`src/rtl/cache_ctrl.sv`:
```
// cache_ctrl: sequencing controller for a 4-way set-associative cache whose
// tag and valid arrays live outside this block. Accepts one CPU access at a
// time, looks the tag up, and on a miss requests a line refill, writes the
// new tag into the chosen victim way and repeats the lookup.
//
// Optional feature macro: CACHE_CTRL_PLRU_EN
//   defined     -> 3-bit tree pseudo-LRU per set
//   not defined -> 2-bit round-robin pointer per set (default build)
//
// state  | meaning
// IDLE   | waiting for cpu_req; set_idx follows cpu_addr
// LOOKUP | compare four ways against the latched tag
// MISS   | refill requested, waiting for mem_ack
// UPDATE | one-cycle tag/valid write into the victim way
module cache_ctrl #(
    parameter int NUM_SETS = 8,
    parameter int TAG_W    = 25
) (
    input  logic                        clk,
    input  logic                        reset,
    input  logic                        cpu_req,
    input  logic [31:0]                 cpu_addr,
    output logic                        cpu_ready,
    output logic                        cpu_hit,
    input  logic [4*TAG_W-1:0]          tag_q,
    input  logic [3:0]                  valid_q,
    output logic [$clog2(NUM_SETS)-1:0] set_idx,
    output logic [TAG_W-1:0]            tag_d,
    output logic                        tag_we,
    output logic [3:0]                  way_sel,
    output logic                        mem_req,
    output logic [31:0]                 mem_addr,
    input  logic                        mem_ack,
    output logic [15:0]                 miss_cnt
);
    localparam int IDX_W = $clog2(NUM_SETS);
    localparam int OFF_W = 4;

    typedef enum logic [1:0] {
        IDLE   = 2'd0,
        LOOKUP = 2'd1,
        MISS   = 2'd2,
        UPDATE = 2'd3
    } state_t;

    state_t             state_q, state_d;
    logic [TAG_W-1:0]   req_tag_q, req_tag_d;
    logic [IDX_W-1:0]   req_idx_q, req_idx_d;
    logic               refill_q, refill_d;
    logic [1:0]         victim_q, victim_d;
    logic               full_q, full_d;
    logic [15:0]        miss_cnt_q, miss_cnt_d;
    logic [31:0]        mem_addr_q, mem_addr_d;

    logic               hit_any;
    logic [1:0]         hit_way;
    logic               inv_any;
    logic [1:0]         inv_way;
    logic [1:0]         repl_way;

    // The line offset never reaches the tag arrays or the refill address.
    logic               unused_offset;
    assign unused_offset = ^cpu_addr[OFF_W-1:0];

    // Way compare and lowest-invalid search; descending loops let the lowest index win.
    always_comb begin
        hit_any = 1'b0;
        hit_way = 2'd0;
        inv_any = 1'b0;
        inv_way = 2'd0;
        for (int w = 3; w >= 0; w--) begin
            if (valid_q[w] && (tag_q[w*TAG_W +: TAG_W] == req_tag_q)) begin
                hit_any = 1'b1;
                hit_way = 2'(w);
            end
            if (!valid_q[w]) begin
                inv_any = 1'b1;
                inv_way = 2'(w);
            end
        end
    end

`ifdef CACHE_CTRL_PLRU_EN
    // Tree bits: [0]=1 -> right pair (ways 2/3) more recent,
    // [1]=1 -> way 1 newer than way 0, [2]=1 -> way 3 newer than way 2.
    logic [NUM_SETS-1:0][2:0] plru_q;
    logic [2:0]               plru_cur;
    logic [2:0]               plru_nxt;
    logic                     touch_en;
    logic [1:0]               touch_way;
    logic                     unused_full;

    assign unused_full = full_q;
    assign plru_cur    = plru_q[req_idx_q];

    // Victim is the leaf the tree points away from.
    always_comb begin
        repl_way = plru_cur[0] ? {1'b0, ~plru_cur[1]} : {1'b1, ~plru_cur[2]};
    end

    // Every hit and every refill write marks the touched way most recent.
    always_comb begin
        touch_en  = 1'b0;
        touch_way = victim_q;
        if (state_q == LOOKUP && hit_any) begin
            touch_en  = 1'b1;
            touch_way = hit_way;
        end else if (state_q == UPDATE) begin
            touch_en  = 1'b1;
        end
        plru_nxt    = plru_cur;
        plru_nxt[0] = touch_way[1];
        if (touch_way[1]) begin
            plru_nxt[2] = touch_way[0];
        end else begin
            plru_nxt[1] = touch_way[0];
        end
    end

    // Per-set tree storage.
    always_ff @(posedge clk or posedge reset) begin
        if (reset) begin
            plru_q <= '0;
        end else if (touch_en) begin
            plru_q[req_idx_q] <= plru_nxt;
        end
    end
`else
    logic [NUM_SETS-1:0][1:0] rr_q;
    logic                     unused_hit_way;

    assign unused_hit_way = ^hit_way;

    // Victim among fully valid ways is simply the pointer.
    always_comb begin
        repl_way = rr_q[req_idx_q];
    end

    // Pointer moves only when a full set had a line evicted; 2-bit add wraps 3->0.
    always_ff @(posedge clk or posedge reset) begin
        if (reset) begin
            rr_q <= '0;
        end else if (state_q == UPDATE && full_q) begin
            rr_q[req_idx_q] <= rr_q[req_idx_q] + 2'd1;
        end
    end
`endif

    // Next-state, datapath captures and Moore/Mealy outputs of the sequencer.
    always_comb begin
        state_d    = state_q;
        req_tag_d  = req_tag_q;
        req_idx_d  = req_idx_q;
        refill_d   = refill_q;
        victim_d   = victim_q;
        full_d     = full_q;
        miss_cnt_d = miss_cnt_q;
        mem_addr_d = mem_addr_q;
        cpu_ready  = 1'b0;
        cpu_hit    = 1'b0;
        tag_we     = 1'b0;
        way_sel    = 4'b0000;
        mem_req    = 1'b0;

        case (state_q)
            IDLE: begin
                if (cpu_req) begin
                    req_tag_d = cpu_addr[31 -: TAG_W];
                    req_idx_d = cpu_addr[OFF_W +: IDX_W];
                    refill_d  = 1'b0;
                    state_d   = LOOKUP;
                end
            end
            LOOKUP: begin
                if (hit_any) begin
                    cpu_ready = 1'b1;
                    cpu_hit   = ~refill_q;
                    state_d   = IDLE;
                end else begin
                    victim_d   = inv_any ? inv_way : repl_way;
                    full_d     = ~inv_any;
                    miss_cnt_d = (miss_cnt_q == 16'hFFFF) ? miss_cnt_q : miss_cnt_q + 16'd1;
                    mem_addr_d = {req_tag_q, req_idx_q, {OFF_W{1'b0}}};
                    state_d    = MISS;
                end
            end
            MISS: begin
                mem_req = 1'b1;
                if (mem_ack) begin
                    state_d = UPDATE;
                end
            end
            UPDATE: begin
                tag_we   = 1'b1;
                way_sel  = 4'b0001 << victim_q;
                refill_d = 1'b1;
                state_d  = LOOKUP;
            end
            default: begin
                state_d = IDLE;
            end
        endcase
    end

    // Sequencer and request registers.
    always_ff @(posedge clk or posedge reset) begin
        if (reset) begin
            state_q    <= IDLE;
            req_tag_q  <= '0;
            req_idx_q  <= '0;
            refill_q   <= 1'b0;
            victim_q   <= 2'd0;
            full_q     <= 1'b0;
            miss_cnt_q <= 16'd0;
            mem_addr_q <= 32'd0;
        end else begin
            state_q    <= state_d;
            req_tag_q  <= req_tag_d;
            req_idx_q  <= req_idx_d;
            refill_q   <= refill_d;
            victim_q   <= victim_d;
            full_q     <= full_d;
            miss_cnt_q <= miss_cnt_d;
            mem_addr_q <= mem_addr_d;
        end
    end

    assign set_idx  = (state_q == IDLE) ? cpu_addr[OFF_W +: IDX_W] : req_idx_q;
    assign tag_d    = req_tag_q;
    assign mem_addr = mem_addr_q;
    assign miss_cnt = miss_cnt_q;

endmodule

```
`config.mk`:
```
export PLATFORM = sky130hd
export DESIGN_NAME = cache_ctrl
export DESIGN_NICKNAME = d
export VERILOG_FILES = /design/src/rtl/cache_ctrl.sv
export SDC_FILE = /design/constraint.sdc
export NUM_CORES = 1
export LEC_CHECK = 0
export CORE_MARGIN = 1.5
export CORE_UTILIZATION = 44
export CTS_CLUSTER_DIAMETER = 150
export DETAILED_ROUTE_END_ITERATION = 8
export GPL_TIMING_DRIVEN = 0
export PLACE_DENSITY = 0.82
export SYNTH_ARGS = -nofsm -noshare
export SYNTH_HDL_FRONTEND = slang
export SYNTH_SLANG_ARGS = --single-unit
```
`constraint.sdc`:
```
create_clock -name clk -period 4.2 [get_ports clk]
set_input_delay 1.05 -clock clk [delete_from_list [all_inputs] [get_ports clk]]
set_output_delay 1.05 -clock clk [all_outputs]
set_load 0.02 [all_outputs]
```
### Cell area per tile, run 1

The bar under the picture is 20 um long. The die is cut into 11 by 11 equal tiles; dark purple is low, yellow is high, 0 to 100% covered.
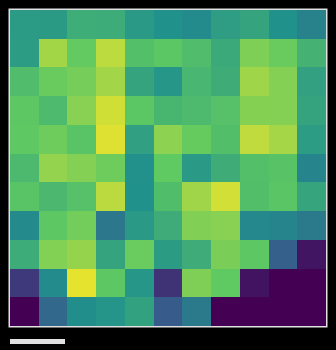
mean over tiles = 61%
emptiest ninth of the die = bottom right
fullest tile = 96%
nearly empty tiles = 5.8%
Core Region: 0.0120 mm2
fin util: 0.680
Initial Util: 0.453

### Sequential cells grouped by signal name, run 1

The bar under the picture is 20 um long. Other sequential cells in the stronger gray, the rest of the logic in the fainter gray.
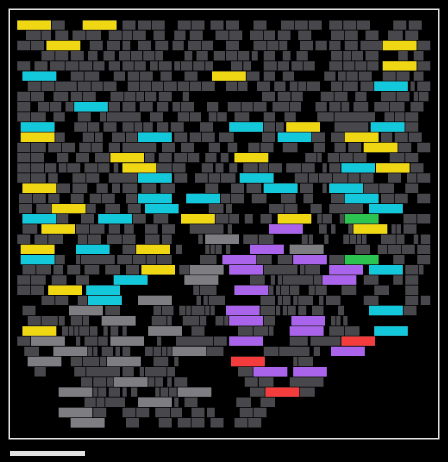
green -> victim_q  # placed flops 2
red -> req_idx_q  # placed flops 3
yellow -> tag_d  # placed flops 25
cyan -> mem_addr  # placed flops 28
purple -> rr_q  # placed flops 16
not colored = 20

### Clock wiring as the flow saved it, run 1

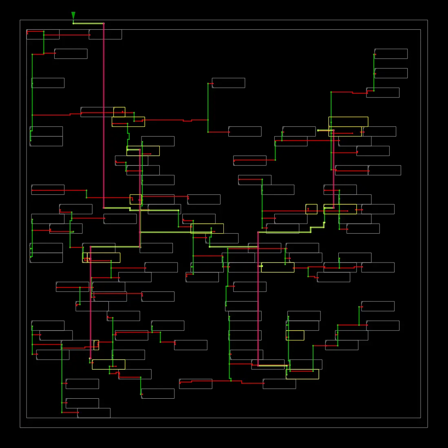
Flop Count: 94
clock-net power: 0.834 mW

### Metal layers overlaid, run 1

Only two layers are drawn.
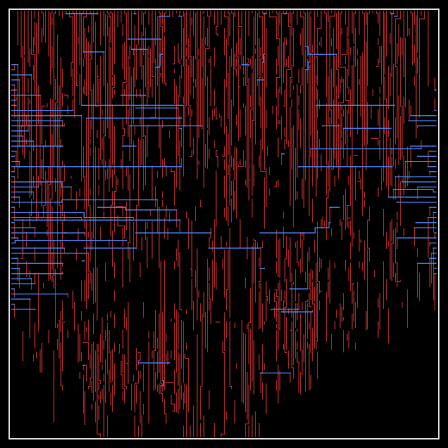
red -> met2  # wire length 9010 um
blue -> met3  # wire length 1010 um

==> impl_metrics.json, run 1 <==
{
  "status": "completed",
  "final-nonclk-buf-share": 0.301,
  "flop_area_mm2": 0.00235,
  "synthAdderAreaFrac": 0.0138,
  "grt_max_degree": 58,
  "p_sw_mw": 2.28,
  "maxCapViolCount": 0,
  "maxSlewViolCount": 0,
  "holdCritPathClass": "reg -> reg",
  "track_usage": 0.275,
  "synth-xor-area-share": 0.180,
  "layout.nets": 853,
  "cts_tree": "yes",
  "power_frac_comb": 0.591,
  "maxPowerGroup": "combinational logic",
  "comb_area_frac": 0.347,
  "cp_slowest_stage_delay_ns": 0.53,
  "simple_gate_area_frac": 0.114,
  "nonClockBufferCount": 257,
  "ys_sh_mux": 0.180,
  "seq_share": 0.288,
  "top_usage_layer": "met2",
  "pwr-share-clk": 0.145,
  "cts_hold_buf": 0,
  "synthCells": 477,
  "htree_levels": 3,
  "synth_stat.cells": 477,
  "worstSetupStartpointType": "input pin",
  "die_h_um": 114,
  "area_leaders": "dfrtp_1, xnor2_1, mux2_2",
  "fmax_mhz": 245,
  "syn_area_mm2": 0.00544,
  "synth_seq_share": 0.432,
  "inverters": 8,
  "drc": 0,
  "drt_iter0_drc": 180,
  "place_inst": 843,
  "dr.pass1.iters": 4,
  "highest-signal-layer": "met4",
  "cts_sinks": 94,
  "synth_flops": 94,
  "grt_overflow": 0,
  "grt_use_met2": 0.469,
  "ir_worst_vdd_mv": 0.501,
  "ctsLongestPathBuffers": 2,
  "clk_share": 0.0371,
  "combGateArea_mm2": 0.00283,
  "cellPowerDensity_mw_per_mm2": 703,
  "path_delay_family": "buffers and inverters"
}
==> run 1: sequential cells by signal, summed over array words and instances, names as in the netlist <==
name       flops
mem_addr      28
refill_q       1
tag_d         25
full_q         1
state_q        2
miss_cnt      16
victim_q       2
rr_q          16
req_idx_q      3
==> run 1: cell usage after synthesis <==
cell type  number
a21boi_0        1
a21oi_1         3
a22o_1          1
a22oi_1         2
a31oi_1         1
a32o_1          1
and3_1          4
and3b_1         1
buf_2           2
buf_4          31
buf_6           1
clkbuf_1        7
conb_1          1
dfrtp_1        94
ha_1            6
inv_1           8
mux2_1          2
mux2_2         79
mux2i_4         1
mux4_2          2
nand2_1        29
nand2b_1        4
nand3_1         6
nand3_2         1
nand3b_1        1
nand4_1        25
nor2_1         15
nor2b_1         2
nor3_1          6
nor3_4          1
nor3b_1         3
nor4_1         11
nor4_2          1
nor4b_2         1
o211ai_1        1
o21ai_0         6
o221ai_1        1
o41a_1          1
or2_1           1
or3_1           1
xnor2_1       104
xor2_1          8
==> run 1: what timing repair did <==
action | in CTS | in global routing
pin swaps | 0 | 1
hold endpoints to repair | 0 | 0
resized | 5 | 6
cloned | 0 | 0
setup endpoints to repair | 2 | 2
==> run 1: per-stage QoR <==
stage | power (mW) | setup WS, ns | area (um2) | hold WS, ns | util
3_3_place_gp | 4.79 | -0.703 | 7790 | 0.472 | 0.648
2_1_floorplan | 3.56 | 0.493 | 5450 | 0.460 | -
3_5_place_dp | 4.87 | -0.434 | 7820 | 0.479 | 0.651
4_1_cts | 5.74 | 0.0234 | 8130 | 0.492 | 0.677
6_report | 5.74 | 0.124 | 8160 | 0.490 | 0.680
5_1_grt | 6.04 | 0.0497 | 8160 | 0.510 | 0.680
==> run 2: changes to the inputs <==
--- a/config.mk
+++ b/config.mk
@@ -7,7 +7,7 @@
 export LEC_CHECK = 0
 export CORE_MARGIN = 1.5
 export CORE_UTILIZATION = 44
-export CTS_CLUSTER_DIAMETER = 150
+export CTS_CLUSTER_DIAMETER = 80
 export DETAILED_ROUTE_END_ITERATION = 8
 export GPL_TIMING_DRIVEN = 0
 export PLACE_DENSITY = 0.82
### Metal layers overlaid, run 2

Only two layers are drawn.
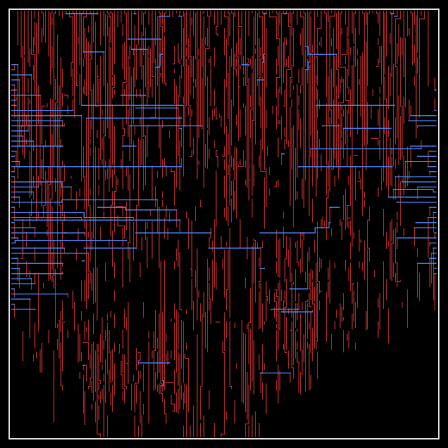
blue -> met3  # wire length 1010 um
red -> met2  # wire length 9010 um

==> impl_metrics.json, run 2 <==
{
  "status": "completed",
  "cts_hold_buf": 0,
  "grt_max_degree": 58,
  "holdCritPathClass": "reg -> reg",
  "place_inst": 843,
  "fmax_mhz": 245,
  "core_area_mm2": 0.0120,
  "place_area_mm2": 0.00782,
  "cts_tree": "yes",
  "synthMostInstantiatedCell": "xnor2_1",
  "power_frac_comb": 0.591,
  "layout.nets": 853,
  "maxCapViolCount": 0,
  "design_area_mm2": 0.00816,
  "yosys-top-cells-count": "xnor2_1, dfrtp_1, mux2_2",
  "path_delay_family": "buffers and inverters",
  "pwr-share-clk": 0.145,
  "synthCells": 477,
  "timing.final.ws_setup_ns": 0.124,
  "track_usage": 0.275,
  "drt_iter0_drc": 180,
  "final_util": 0.680,
  "synth_flops": 94,
  "synth_stat.cells": 477,
  "largest_register_ff_count": 28
}
### Cell area per tile, run 2

The bar under the picture is 20 um long. The die is cut into 11 by 11 equal tiles; dark purple is low, yellow is high, 0 to 100% covered.
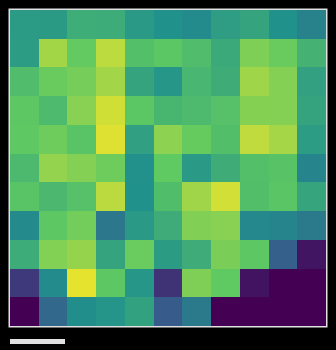
nearly empty tiles = 5.8%
mean over tiles = 61%
fullest tile = 96%
tiles over 75% full = 31%

run 2: cell counts after synthesis:
No cell type changed its count.
run 2: layout make-up:
| type | count | area share |
|---|---|---|
| multi-input combinational | 337 | 0.347 |
| clock inverter | 4 | 0.00690 |
| tap | 147 | 0.0225 |
| inverter | 8 | 0.00399 |
| sequential | 94 | 0.288 |
| clock buffer | 12 | 0.0302 |
| timing repair buffer | 216 | 0.267 |
| buffer | 41 | 0.0343 |
run 2: layer usage:
metal / up-vias / share of wire / global-route usage
met2: 148 / 0.51 / 0.469
li1: 2080 / - / -
met1: 2178 / 0.41 / 0.347
met3: 26 / 0.057 / 0.0635
met4: 0 / 0.019 / 0.0900
met5: - / 0 / 0
run 2: logic make-up (layout without fill, tap and decap cells):
family,count (synthesis),in the layout,synth area share
buffers and inverters,49,281,0.0570
adder cells (fa/ha/maj),6,6,0.0138
flip-flops,94,94,0.432
other,1,4,0.000689
XOR/XNOR,112,112,0.180
AND-OR/OR-AND,18,18,0.0221
AND/OR/NAND/NOR,113,113,0.114
multiplexers,84,84,0.180
run 2: power by group through the flow:
| stage | Sequential (mW) | Combinational (mW) | Clock [mW] |
|---|---|---|---|
| 6_report | 1.51 | 3.39 | 0.834 |
| 2_1_floorplan | 1.85 | 1.71 | 0 |
| 3_3_place_gp | 1.50 | 3.29 | 0 |
| 4_1_cts | 1.51 | 3.37 | 0.852 |
| 5_1_grt | 1.57 | 3.58 | 0.893 |
| 3_5_place_dp | 1.52 | 3.35 | 0 |
run 2: timing repair:
| item | in CTS | in global routing |
|---|---|---|
| cloned | 0 | 0 |
| resized | 5 | 6 |
| setup buffers | 0 | 0 |
| endpoints found under the setup margin | 2 | 2 |
| pin swaps | 0 | 1 |
Power figures rest on the tool's default switching activity, not on a simulated workload.
